registers.png
Bar = 20 microns. Other sequential cells in the stronger grey, the rest of the logic in the fainter grey.
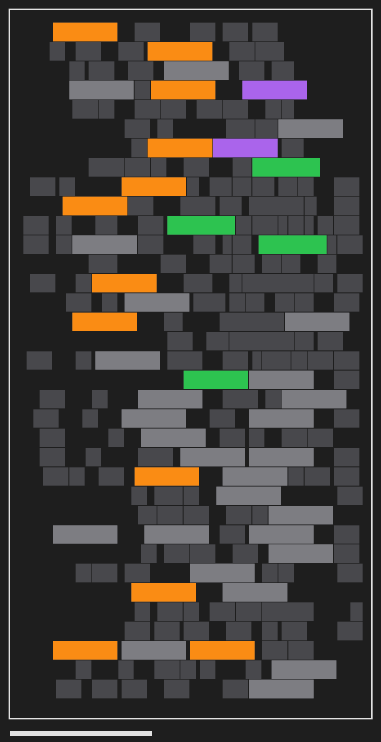
wire_density.png
10 x 20 tiles, from dark blue (low) to red (high), scaled to the fullest tile. Values are wire area over tile area, all layers added.
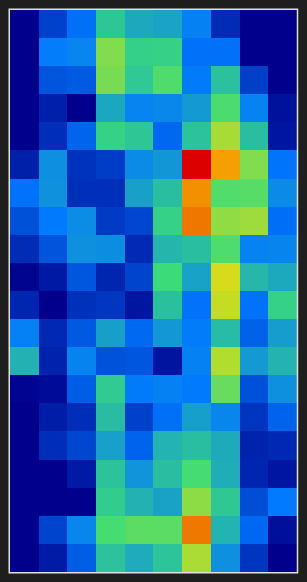
==> config.mk <==
export PLATFORM = sky130hd
export DESIGN_NAME = pe0_issue_ctrl
export DESIGN_NICKNAME = d
export VERILOG_FILES = /design/src/rtl/pe0_pkg.sv /design/src/rtl/pe0_issue_ctrl.sv
export SDC_FILE = /design/constraint.sdc
export NUM_CORES = 1
export LEC_CHECK = 0
export CORE_ASPECT_RATIO = 2
export CORE_MARGIN = 1
export CORE_UTILIZATION = 35
export DETAILED_ROUTE_END_ITERATION = 8
export GPL_TIMING_DRIVEN = 0
export HOLD_SLACK_MARGIN = 0.15
export PLACE_DENSITY = 0.75
export SLEW_MARGIN = 5
export SYNTH_ARGS = -nofsm -noshare
export SYNTH_HDL_FRONTEND = slang
export SYNTH_SLANG_ARGS = --single-unit
export TNS_END_PERCENT = 1
==> constraint.sdc <==
create_clock -name clk -period 2.5 [get_ports clk]
set_clock_uncertainty 0.15 [all_clocks]
set_input_delay 0.25 -clock clk [delete_from_list [all_inputs] [get_ports clk]]
set_output_delay 0.25 -clock clk [all_outputs]
set_load 0.01 [all_outputs]
==> impl_metrics.ini <==
; implementation run metrics
[logic_synthesis]
fa_ha_area_share_pct = 2.249
top_logic_kind = simple AND/OR/NAND/NOR gates
synth_flops = 45
simple_gate_share_pct = 19.94
edf_count = 0
synth_top_area_share_pct = 67.47
ys_cells = 121
yosysMostFrequentCell = dfrtp_1
synth_area_leader_cell = dfrtp_1
ys_sh_mux_pct = 2.024
synthAoiAreaFrac_pct = 2.099
synth_top_flop_cell = dfrtp_1
ys_sh_xor_pct = 3.673
synthesis.area_sq_um = 1669
synth_nets = 166
synth.distinct_cells = 25
topCellsByArea = dfrtp_1, and2_1, ha_1, xnor2_1, mux2_2
synth_async_sr_flop_share_pct = 100.0
synth_seq_share_pct = 67.47
yosys-top-cells-count = dfrtp_1, and2_1, xnor2_1
yosysWarnings = 0
syn-instance-count = 121
avgSynthCellArea_sq_um = 13.79
yosysChipArea_sq_um = 1669

[sta]
max_freq_mhz = 407.5
slew_headroom_pct = 76.13
holdWs_ns = 0.1987
rsz0062_at_grt = true
setup-tns-final_ns = 0
finalSetupViolations = 0
tightest_slew_ns = 0.3573
fin_ws_ns = 0.04603
fin_crit_sh_pct = 98.16
hold_violations = 0
maxSlewViolCount = 0
fin_crit_ns = 2.454

[layout]
flops = 45
nets = 269
syn_to_final_growth_pct = 69.64
nNonClkBuffers = 100
mostFrequentLayoutCell = clkdlybuf4s50_1
mi_logic_area_sq_um = 553.0
finalNonFillerCells = 280
final_area_sq_um = 2831
area_dominant_class = flip-flops and latches
drive_gt1_share_pct = 16.89
clk_share_pct = 3.182
bufAreaShareNonClock_pct = 34.69
clock_buffers = 5
final_cell_mix = clkdlybuf4s50_1, dfrtp_1, and2_1, buf_4, clkbuf_8
n_all_inverters = 2
comb_share_pct = 19.53
n_antenna_cell = 0
logic_gates = 70
fillers = 393

[worst_setup_path]
cp_max_fo = 5
critPathCaptureType = register
reg2reg_slack_ns = 0.05
worstPathRequired_ns = 2.53
r2r_cells = 12
critPathArrivalTime_ns = 2.48
critPathLaunchType = register
critPathKind = register to register

[clock_tree]
cts_setup_buffers = 5
cts_max_path_buffers = 2
cts_resized = 6
clk_latency_ns = 0.29
numCtsBuffers = 5
cts_tree = yes
path_clk_slew_ns = 0.09
htree_num_levels = 2
cts.sinks = 45
holdBufCountCts = 1
cts_root_buffer = clkbuf_8

[power_and_ir_drop]
p_per_area_nw_per_um2 = 887.0
p_total_w = 0.002511
p_leak_nw = 1.250
ir_worst_vdd_v = 0.0005421

[detailed_routing]
drc = 0
viasPerCell = 4.329
drt_iter0_markers = 15
ant_nets = 0
drt_wl_total_microns = 3624
drt_pass1_iterations = 4

[placed_design]
dp_slack_ns = -0.3496
gp_routability_congestion = 0.7490
place_area_sq_um = 2594
placedCellCount = 261
io_buffers = 84
dpl.hpwl_microns = 2625

[flow_run]
max_cap_violations = 0
tool_warnings = 28

[die]
tap_cells = 55
core.rowCount = 35
dieArea_sq_um = 5066
initial_core_util_pct = 36.30
die_h_microns = 99.66
num_io_pins = 85
die_width_microns = 50.83
fp.coreArea_sq_um = 4598

[global_route]
antenna_found_initial = 0
grt_max_degree = 37
track_usage_pct = 15.49
overflow = 0
first_global_vias = 1212
grt_pass1_wl_microns = 5713

[status]
status = completed

[min_path]
worstHoldPathType = input port to async pin
Back to the opening pictures, registers.png:
- purple: `ctrl_o` (sequential cells 2)
- green: `cnt_q` (sequential cells 4)
- orange: `b0_o` (sequential cells 12)
sequential cell area share: 39.90%
Final Util: 61.58%
Sequential Area: 1130 sq um
Sequential Power: 0.000993 W

Back to the opening pictures, wire_density.png:
- emptiest ninth of the die: south-west
- nearly empty tiles: 12%
- tiles over half the peak: 13%
via count: 1,212
WL/cell: 12.94 microns

==> layer usage <==
layer | vias to the layer above | global-route usage [%] | part of all wire [%]
li1 | 587 | - | -
met1 | 567 | 17.47 | 37
met2 | 50 | 25.95 | 56
met3 | 8 | 2.905 | 3.7
met4 | 0 | 10.04 | 3.3
met5 | - | 0 | 0
==> power by group <==
part	internal (W)	switching, W
clock network	0.000198	0.000243
registers	0.000896	0.0000964
logic	0.000641	0.000437
==> worst max-delay path, cell delays in order, from the launching register on <==
cell and delay [ns]:
dfrtp_2 0.45, nor4_4 0.32, a21oi_2 0.08, nor2_2 0.14, buf_6 0.11, inv_1 0.08
ha_4 0.20, xor2_1 0.14, ha_1 0.19, a21oi_2 0.12, xor2_1 0.15, nor2_1 0.06
xor2_1 0.14
Power and IR drop assume default switching activity.
